==> config.mk <==
export PLATFORM = sky130hd
export DESIGN_NAME = mux_pipe_scan
export DESIGN_NICKNAME = d
export VERILOG_FILES = /design/src/rtl/mux_pipe_scan_pkg.sv /design/src/rtl/mux_pipe_scan_mux4_stage.sv /design/src/rtl/mux_pipe_scan.sv
export SDC_FILE = /design/constraint.sdc
export NUM_CORES = 1
export LEC_CHECK = 0
export ABC_AREA = 1
export CAP_MARGIN = 20
export CELL_PAD_IN_SITES_DETAIL_PLACEMENT = 0
export CELL_PAD_IN_SITES_GLOBAL_PLACEMENT = 2
export CORE_MARGIN = 1.5
export CORE_UTILIZATION = 27
export DETAILED_ROUTE_END_ITERATION = 8
export PLACE_DENSITY_LB_ADDON = 0.3
export SYNTH_ARGS = -nofsm -noshare
export SYNTH_HDL_FRONTEND = slang
export SYNTH_SLANG_ARGS = --single-unit
==> constraint.sdc <==
create_clock -name clk -period 3 [get_ports clk]
set_input_delay 0.6 -clock clk [delete_from_list [all_inputs] [get_ports clk]]
set_output_delay 0.6 -clock clk [all_outputs]
set_load 0.1 [all_outputs]
==> src/rtl/mux_pipe_scan_pkg.sv <==
// Shared definitions for the pipelined scan multiplexer.
//   - select-mode encoding
//   - reset values for the control flops
//   - elaboration-time helpers: exact log2, pipeline depth, parameter legality
package mux_pipe_scan_pkg;

    typedef enum logic {
        SEL_MANUAL = 1'b0,
        SEL_AUTO   = 1'b1
    } sel_mode_e;

    localparam logic RST_VALID = 1'b0;
    localparam logic RST_MODE  = 1'b0;

    // Exact base-2 log; -1 when n is not a power of two.
    function automatic int log2_exact(input int n);
        int res;
        res = -1;
        for (int i = 0; i < 31; i++) begin
            if ((1 << i) == n) res = i;
        end
        return res;
    endfunction

    // Each registered stage resolves two select bits.
    function automatic int levels_of(input int selw);
        return selw / 2;
    endfunction

    // WIDTH >= 1, NCH a power of 4 (>= 4), SELW == log2(NCH).
    function automatic bit params_legal(input int width, input int nch, input int selw);
        int lg;
        lg = log2_exact(nch);
        return (width >= 1) && (nch >= 4) && (lg > 0) && (lg % 2 == 0) && (selw == lg);
    endfunction

endpackage

==> src/rtl/mux_pipe_scan_mux4_stage.sv <==
// One registered WIDTH-bit 4:1 mux with load enable.
//   clk, rst : clock, synchronous active-high reset
//   load     : capture the selected channel this cycle, otherwise hold
//   sel      : 2-bit channel select within this group of four
//   din      : four channels, channel k at din[k*WIDTH +: WIDTH]
//   dout     : registered result
module mux_pipe_scan_mux4_stage #(
    parameter int WIDTH = 1
) (
    input  logic               clk,
    input  logic               rst,
    input  logic               load,
    input  logic [1:0]         sel,
    input  logic [4*WIDTH-1:0] din,
    output logic [WIDTH-1:0]   dout
);

    logic [WIDTH-1:0] data_d;
    logic [WIDTH-1:0] data_q;

    always_comb begin
        // NOTE: default to the held value first so no path leaves data_d unassigned (no latch).
        data_d = data_q;
        if (load) begin
            data_d = din[sel*WIDTH +: WIDTH];
        end
    end

    // NOTE: sequential state is written only with non-blocking assignments.
    always_ff @(posedge clk) begin
        if (rst) data_q <= '0;
        else     data_q <= data_d;
    end

    assign dout = data_q;

endmodule

==> src/rtl/mux_pipe_scan.sv <==
// Pipelined N:1 multiplexer of WIDTH-bit channels built from registered 4:1 stages.
// Select comes from sel (manual) or an internal round-robin scan counter (auto-scan).
//   clk, rst  : clock, synchronous active-high reset
//   in        : NCH channels, channel k at in[k*WIDTH +: WIDTH]
//   sel       : manual channel select (mode=0)
//   mode      : 0 manual, 1 auto-scan
//   in_valid  : qualifies in/sel this cycle
//   out       : selected data, LEVELS cycles after the input
//   out_sel   : channel tag of out
//   out_valid : out/out_sel valid
//   scan_wrap : valid auto-scan result carrying tag NCH-1
module mux_pipe_scan
    import mux_pipe_scan_pkg::*;
#(
    parameter int WIDTH = 1,
    parameter int NCH   = 16,
    parameter int SELW  = 4
) (
    input  logic                 clk,
    input  logic                 rst,
    input  logic [NCH*WIDTH-1:0] in,
    input  logic [SELW-1:0]      sel,
    input  logic                 mode,
    input  logic                 in_valid,
    output logic [WIDTH-1:0]     out,
    output logic [SELW-1:0]      out_sel,
    output logic                 out_valid,
    output logic                 scan_wrap
);

    localparam int LEVELS = levels_of(SELW);

    if (!params_legal(WIDTH, NCH, SELW)) begin : g_bad_params
        $error("mux_pipe_scan: NCH must be a power of 4 and SELW == log2(NCH)");
    end

    // ---------------- select front end ----------------
    logic            mode_d, mode_q;
    logic            mode_rise;
    logic [SELW-1:0] scan_cnt_d, scan_cnt_q;
    logic [SELW-1:0] esel;

    always_comb begin
        mode_d     = mode;
        mode_rise  = (mode == SEL_AUTO) && (mode_q == SEL_MANUAL);
        scan_cnt_d = scan_cnt_q;
        esel       = sel;
        if (mode == SEL_AUTO) begin
            if (mode_rise) begin
                // Entering auto-scan always starts from channel 0.
                esel       = '0;
                scan_cnt_d = in_valid ? SELW'(1) : '0;
            end else begin
                esel = scan_cnt_q;
                if (in_valid) scan_cnt_d = scan_cnt_q + 1'b1;
            end
        end
    end

    // ---------------- tag / mode / valid pipeline ----------------
    logic [LEVELS-1:0][SELW-1:0] tag_d, tag_q;
    logic [LEVELS-1:0]           auto_d, auto_q;
    logic [LEVELS-1:0]           valid_d, valid_q;

    always_comb begin
        valid_d[0] = in_valid;
        tag_d[0]   = in_valid ? esel : tag_q[0];
        auto_d[0]  = in_valid ? mode : auto_q[0];
        for (int s = 1; s < LEVELS; s++) begin
            valid_d[s] = valid_q[s-1];
            tag_d[s]   = valid_q[s-1] ? tag_q[s-1]  : tag_q[s];
            auto_d[s]  = valid_q[s-1] ? auto_q[s-1] : auto_q[s];
        end
    end

    // NOTE: every pipeline register, data included, is cleared by reset so no stale result can leak out.
    always_ff @(posedge clk) begin
        if (rst) begin
            mode_q     <= RST_MODE;
            scan_cnt_q <= '0;
            valid_q    <= {LEVELS{RST_VALID}};
            tag_q      <= '0;
            auto_q     <= '0;
        end else begin
            mode_q     <= mode_d;
            scan_cnt_q <= scan_cnt_d;
            valid_q    <= valid_d;
            tag_q      <= tag_d;
            auto_q     <= auto_d;
        end
    end

    // ---------------- data tree ----------------
    // Level s holds NCH/4^(s+1) muxes and resolves select bits [2s+1:2s].
    for (genvar s = 0; s < LEVELS; s++) begin : g_lvl
        localparam int N_OUT = NCH >> (2 * (s + 1));

        logic [4*N_OUT*WIDTH-1:0] din;
        logic [N_OUT*WIDTH-1:0]   dout;
        logic [1:0]               lsel;
        logic                     load;

        if (s == 0) begin : g_first
            assign din  = in;
            assign lsel = esel[1:0];
            assign load = in_valid;
        end else begin : g_next
            // The tag registered beside the previous level steers this one.
            assign din  = g_lvl[s-1].dout;
            assign lsel = tag_q[s-1][2*s +: 2];
            assign load = valid_q[s-1];
        end

        for (genvar k = 0; k < N_OUT; k++) begin : g_mux
            mux_pipe_scan_mux4_stage #(
                .WIDTH(WIDTH)
            ) u_mux (
                .clk  (clk),
                .rst  (rst),
                .load (load),
                .sel  (lsel),
                .din  (din[k*4*WIDTH +: 4*WIDTH]),
                .dout (dout[k*WIDTH +: WIDTH])
            );
        end
    end

    assign out       = g_lvl[LEVELS-1].dout;
    assign out_sel   = tag_q[LEVELS-1];
    assign out_valid = valid_q[LEVELS-1];
    assign scan_wrap = valid_q[LEVELS-1] && (auto_q[LEVELS-1] == SEL_AUTO)
                       && (tag_q[LEVELS-1] == SELW'(NCH - 1));

endmodule
### Routing congestion, run 1

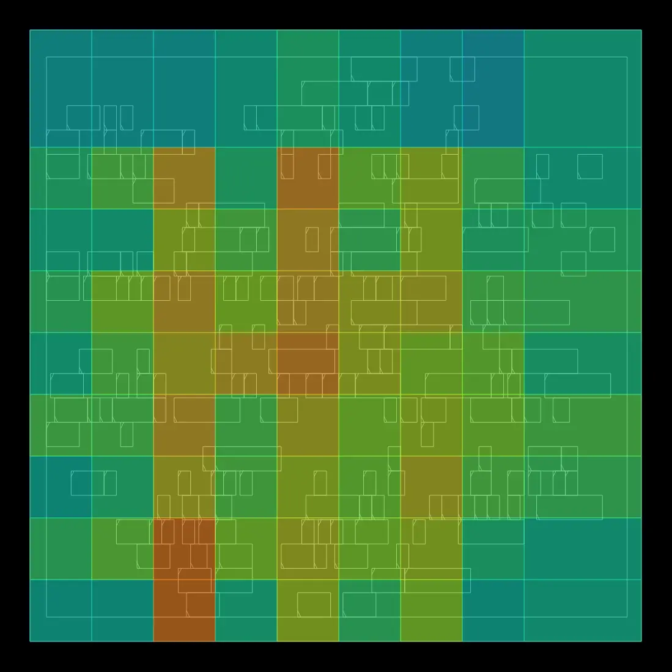
met3 Usage GRT: 0.0197
gr usage total: 0.126

### The metal 1 layer, run 1

Supply wires on this layer in gray. Cells faint in the background.
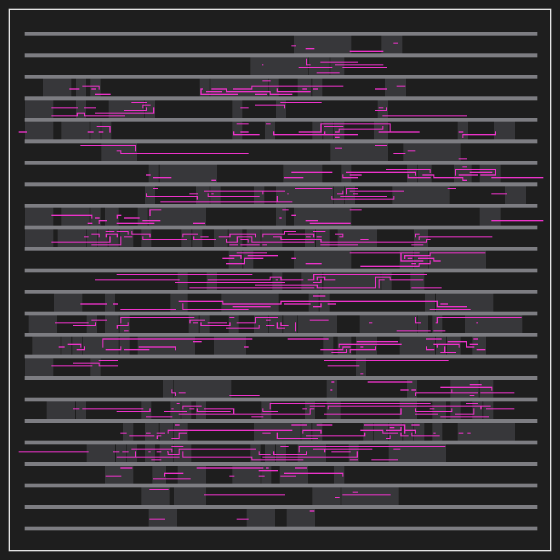
The wires run mostly horizontal. The layer carries 1,320 um of wire.
DR vias: 1,045
met1 Use GR: 0.172

### Wires at chosen ports, followed through buffers, run 1

The bar under the picture is 20 um long.
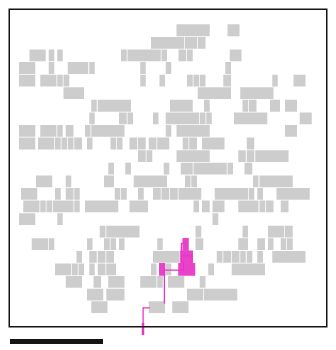
Magenta marks mode, direction input, end cells 5, buffers 1, wire 26.6 um.
I/O pin count: 31
Buffers on Ports: 30

==> impl_metrics.yaml, run 1 <==
# flow metrics
logic_synthesis:
  synth.mux.area_fraction: 0
  ys_top_cells_by_count: "32 x nor2_1, 30 x nand2_1, 23 x inv_1, 22 x dfxtp_1, 12 x o21ai_0"
  synth_top_cell_by_count: "nor2_1"
  syn_avg_cell_area_um2: 6.85
  synth.area.top_cells: "dfxtp_1 38%, nor2_1 10%, nand2_1 9.8%"
  syn_area_um2: 1150
  synth_flops: 22
  yosys.area.top_type: "dfxtp_1"
  synth_cells: 168
  yosysWarnings: 0
  async_flop_share: 0
  ys_chip_area_um2: 1150
  topCombFamilyByArea: "simple AND/OR/NAND/NOR gates"
  yosysSeqAreaShare: 0.383
sta:
  finalSetupTns_ns: 0
  slew_headroom: 0.701
  skew_ns: 0.00324
  max_slew.worst_pin.slew_ns: 0.447
  finalCriticalPeriod_ns: 1.82
  fin_ws_ns: 1.18
  finalMaxSlewViolations: 0
  finalSetupViolCount: 0
  timing.hold.ws_ns: 0.475
  finalClockPeriodUsage: 0.607
pwr:
  seq_power_mw: 0.318
  swShare: 0.292
  comb-power_mw: 0.140
  p_total_mw: 0.638
  maxPowerGroup: "sequential cells"
  clkPwrFrac: 0.281
  power_density_nw_per_um2: 431
  p_sw_mw: 0.186
placed_design:
  dp_slack_ns: 0.875
  place_hpwl_um: 2030
  gp_congestion: 0.742
  dp_cells: 239
  dpl-instance-area_um2: 1440
setup_path:
  crit_slowest_cell: "clkdlybuf4s50_1"
  reg2reg_depth: 5
  reg2reg_to: "g_lvl[0].g_mux[2].u_mux.dout"
  max_stage_delay_ns: 0.74
  crit_end: "g_lvl[0].g_mux[2].u_mux.dout"
  arrival_ns: 1.98
  critPathMaxFanout: 11
  crit_buf_inv: 2
  cp.depth: 6
  required_ns: 3.15
  r2r_setup_slack_ns: 1.81
  cp-startpoint: "in_valid"
hold_path:
  min-delay-start: "auto_q[0]"
  holdPathStages: 2
  hold-path-endpoint: "auto_q[0]"
final_layout:
  n_antenna_cell: 0
  mostFrequentLayoutCell: "nor2_1"
  buf_share: 0.191
  sh_seq_area: 0.298
  seq_cells: 22
  inverters: 26
  fillers: 434
  seqCellArea_um2: 440
  logic_area_um2: 554
  final_cell_mix: "32 x nor2_1, 30 x nand2_1, 23 x inv_1, 23 x clkdlybuf4s50_1, 22 x dfxtp_1"
  sh_comb_area: 0.375
  logic_gates: 111
  clockBufferCount: 3
  final_area_um2: 1480
  syn_to_final_growth_pct: 28.5
routing:
  wl_met2_um: 1160
  wl_met1_um: 1320
  drt_iter0_markers: 49
  viasPerCell: 4.32
  met3_length_um: 78
  drc: 0
  antenna_left: 0
cts:
  cts.clk_slew.worst_paths_ns: 0.07
  cts_hold_buf: 0
  clockBufferDepth: 2
  root_buffer: "clkbuf_8"
  clock_latency_ns: 0.26
  cts_tree: "built"
  cts_max_level: 1
global_routing:
  gr-total-overflow: 0
  grt_max_degree: 13
  grt_first_pass_wirelength_um: 4370
  grt_pass1_vias: 959
  grt_antenna_before_repair: 0
  met2_usage: 0.199
floorplanning:
  dieArea_um2: 4660
  tap_cells: 50
  core_area_um2: 4060
  fp_util: 0.284
  fp.dieW_um: 68.3
run_status:
  status: "finished, final reports clean"
job:
  max-cap-violations: 0
  warnings: 26
### The metal 2 layer, run 1

Cells faint in the background.
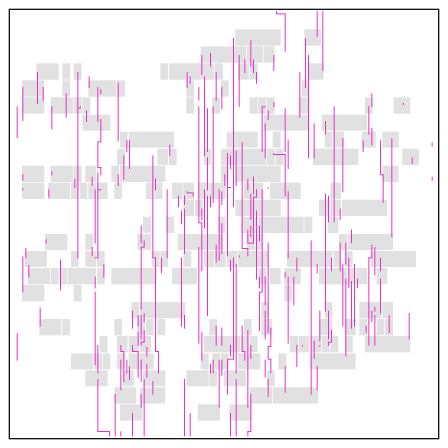

==> run 1 -> run 2 <==
--- a/config.mk
+++ b/config.mk
@@ -10,7 +10,7 @@
 export CELL_PAD_IN_SITES_DETAIL_PLACEMENT = 0
 export CELL_PAD_IN_SITES_GLOBAL_PLACEMENT = 2
 export CORE_MARGIN = 1.5
-export CORE_UTILIZATION = 27
+export CORE_UTILIZATION = 25
 export DETAILED_ROUTE_END_ITERATION = 8
 export PLACE_DENSITY_LB_ADDON = 0.3
 export SYNTH_ARGS = -nofsm -noshare
==> constraint.sdc (replaced) <==
create_clock -name clk -period 1.7 [get_ports clk]
set_input_delay 0.34 -clock clk [delete_from_list [all_inputs] [get_ports clk]]
set_output_delay 0.34 -clock clk [all_outputs]
set_load 0.1 [all_outputs]
### The metal 2 layer, run 2

Cells faint in the background.
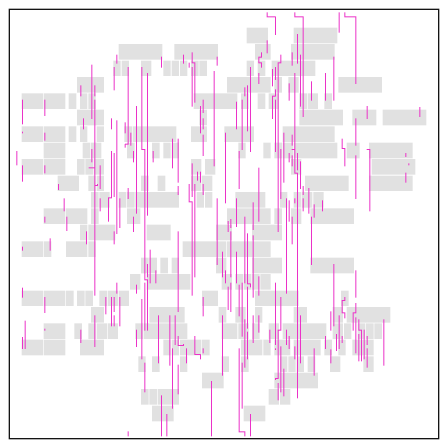
The layer holds 45% of the routed length. The wires run mostly vertical. The layer carries 1,140 um of wire. 159 nets have wire on it. The longest straight run is 37.2 um.
routed wire length: 2550 um
met2 Use GR: 0.189
DR vias: 1,046

### Routing congestion, run 2

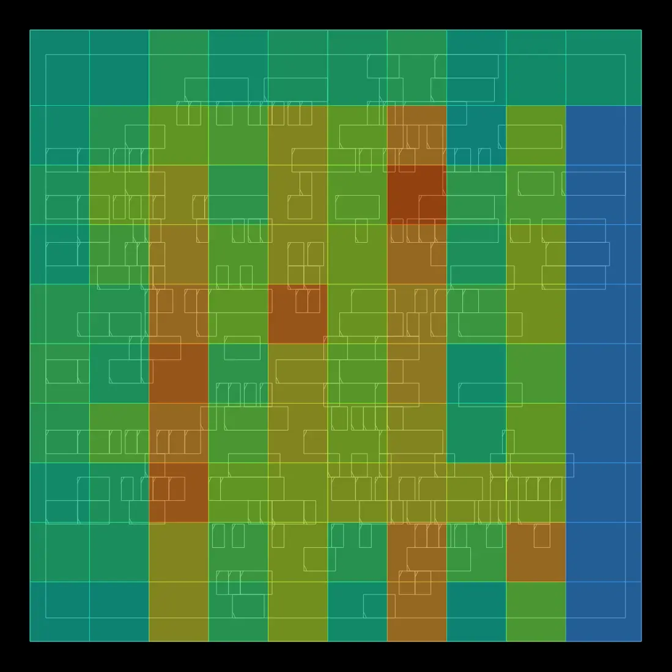
Top Usage Layer GRT: met2
detailed-route wire length per cell: 10.3 um
met3 Usage GRT: 0.0157
gr usage total: 0.112

### Wires at chosen ports, followed through buffers, run 2

The bar under the picture is 20 um long.
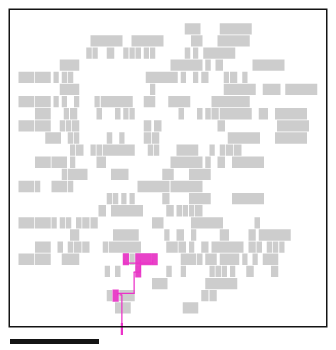
Magenta marks mode, direction input, end cells 5, buffers 1, wire 27.8 um.

==> run 2 against run 1 <==
Die size is 7.6% higher. Synthesized cell count stayed put. Worst hold slack better by 0.0050 ns. Register-to-register slack worse by 1.3 ns. Via count hardly changed. Count of clock-buffer cells in the layout is 1 higher. Critical endpoint is now scan_wrap. Largest cell class unchanged.
==> impl_metrics.yaml, run 2 <==
# flow metrics
logic_synthesis:
  synth_top_area_share: 0.383
  ys_chip_area_um2: 1150
  compound_area_frac: 0.129
  simple_gate_area_frac: 0.341
  ys_top_cells_by_count: "32 x nor2_1, 30 x nand2_1, 23 x inv_1, 22 x dfxtp_1, 12 x o21ai_0"
  synth_flops: 22
  synth_top_cell_by_count: "nor2_1"
  synth.area.top_cells: "dfxtp_1 38%, nor2_1 10%, nand2_1 9.8%"
  xor_area_frac: 0
  topCombFamilyByArea: "simple AND/OR/NAND/NOR gates"
  synth.mux.area_fraction: 0
  floorplan.nets: 193
  yosys.area.top_type: "dfxtp_1"
  ff_type: "dfxtp_1"
  edf_count: 0
  yosys_cells: 168
  yosysSeqAreaShare: 0.383
  synthAdderAreaFrac: 0.0109
  synthDistinctLibCells: 24
  synth_cells: 168
  async_flop_share: 0
  syn_area_um2: 1150
  yosysWarnings: 0
  syn_avg_cell_area_um2: 6.85
final_layout:
  sh_comb_area: 0.348
  fin_nets: 222
  mostFrequentLayoutCell: "nor2_1"
  fin_cells: 248
  seq_cells: 22
  seqCellArea_um2: 444
  inverters: 26
  final-clk-cell-share: 0.0341
  syn_to_final_growth_pct: 40.4
  sh_seq_area: 0.275
  logic_area_um2: 562
  buf_share: 0.243
  drive_gt1_frac: 0.153
  final_area_um2: 1620
  final_cell_mix: "31 x nor2_1, 30 x nand2_1, 23 x inv_1, 23 x clkdlybuf4s50_1, 21 x dfxtp_1"
  buffers: 33
  final_util: 0.369
  logic_gates: 111
  n_antenna_cell: 0
  largest_register_ffs: 5
  fillers: 487
  clockBufferCount: 4
setup_path:
  start_kind: "register"
  crit_slowest_cell: "dfxtp_1"
  critPathCaptureType: "output pin"
  reg2reg_to: "g_lvl[0].g_mux[1].u_mux.dout"
  crit_end: "scan_wrap"
  criticalPathCategory: "reg2out"
  reg2reg_depth: 5
  cp.depth: 3
  max_stage_delay_ns: 0.41
  worstPathCellList: "nand4_1, nor2_4, buf_12"
  required_ns: 1.36
  critPathMaxFanout: 3
  r2r_setup_slack_ns: 0.56
  arrival_ns: 1.16
  crit_buf_inv: 1
  cp-startpoint: "out_sel[3]"
floorplanning:
  core_area_um2: 4380
  dieArea_um2: 5020
  tap_cells: 52
  fp.dieW_um: 70.9
  pin_count: 31
  die_y_um: 70.9
  fp_util: 0.263
cts:
  cts_max_level: 1
  cts_hold_buf: 0
  ctsResizeCount: 0
  cts.clk_slew.worst_paths_ns: 0.08
  clock_sinks: 22
  clockBufferDepth: 2
  cts_setup_buffers: 0
  clock_latency_ns: 0.26
  cts_tree: "built"
  root_buffer: "clkbuf_8"
pwr:
  p_total_mw: 1.21
  pg_clk_mw: 0.368
  seq_power_share: 0.468
  internal-power_mw: 0.869
  clkPwrFrac: 0.305
  p_sw_mw: 0.337
  swShare: 0.279
  power_density_nw_per_um2: 746
  seq_power_mw: 0.565
  maxPowerGroup: "sequential cells"
  comb-power_mw: 0.273
  vdd_ir_drop_max_uv: 273
  pwr-share-comb: 0.227
job:
  max-cap-violations: 0
  warnings: 26
global_routing:
  grt_pass1_vias: 1010
  grt_antenna_before_repair: 0
  grt_max_degree: 13
  gr-total-overflow: 0
  grt_first_pass_wirelength_um: 4480
  grt_util_met1: 0.141
sta:
  finalCriticalPeriod_ns: 1.50
  slew_headroom: 0.791
  max_slew.worst_pin.slew_ns: 0.313
  hold_violations: 0
  finalClockPeriodUsage: 0.881
  skew_ns: 0.00260
  finalMaxSlewViolations: 0
  rsz0062_at_grt: "false"
  fin_ws_ns: 0.202
  finalSetupViolCount: 0
  timing.hold.ws_ns: 0.480
  fmax_mhz: 668
  finalSetupTns_ns: 0
placed_design:
  dp_cells: 244
  portBuffers: 30
  dpl-instance-area_um2: 1560
  dp_slack_ns: -0.0328
  gp_congestion: 0.796
  place_hpwl_um: 2080
routing:
  wl_met1_um: 1240
  routed.top_layer: "met4"
  met3_length_um: 129
  drc: 0
  drt_iter0_markers: 39
  drtPass1Iterations: 4
  wl_met2_um: 1140
  antenna_left: 0
  viasPerCell: 4.22
hold_path:
  min-delay-start: "auto_q[0]"
  worstHoldPathType: "reg2reg"
  hold-path-endpoint: "auto_q[0]"
  holdPathStages: 2
run_status:
  status: "finished, final reports clean"
Power is estimated from default activity; no workload was simulated.
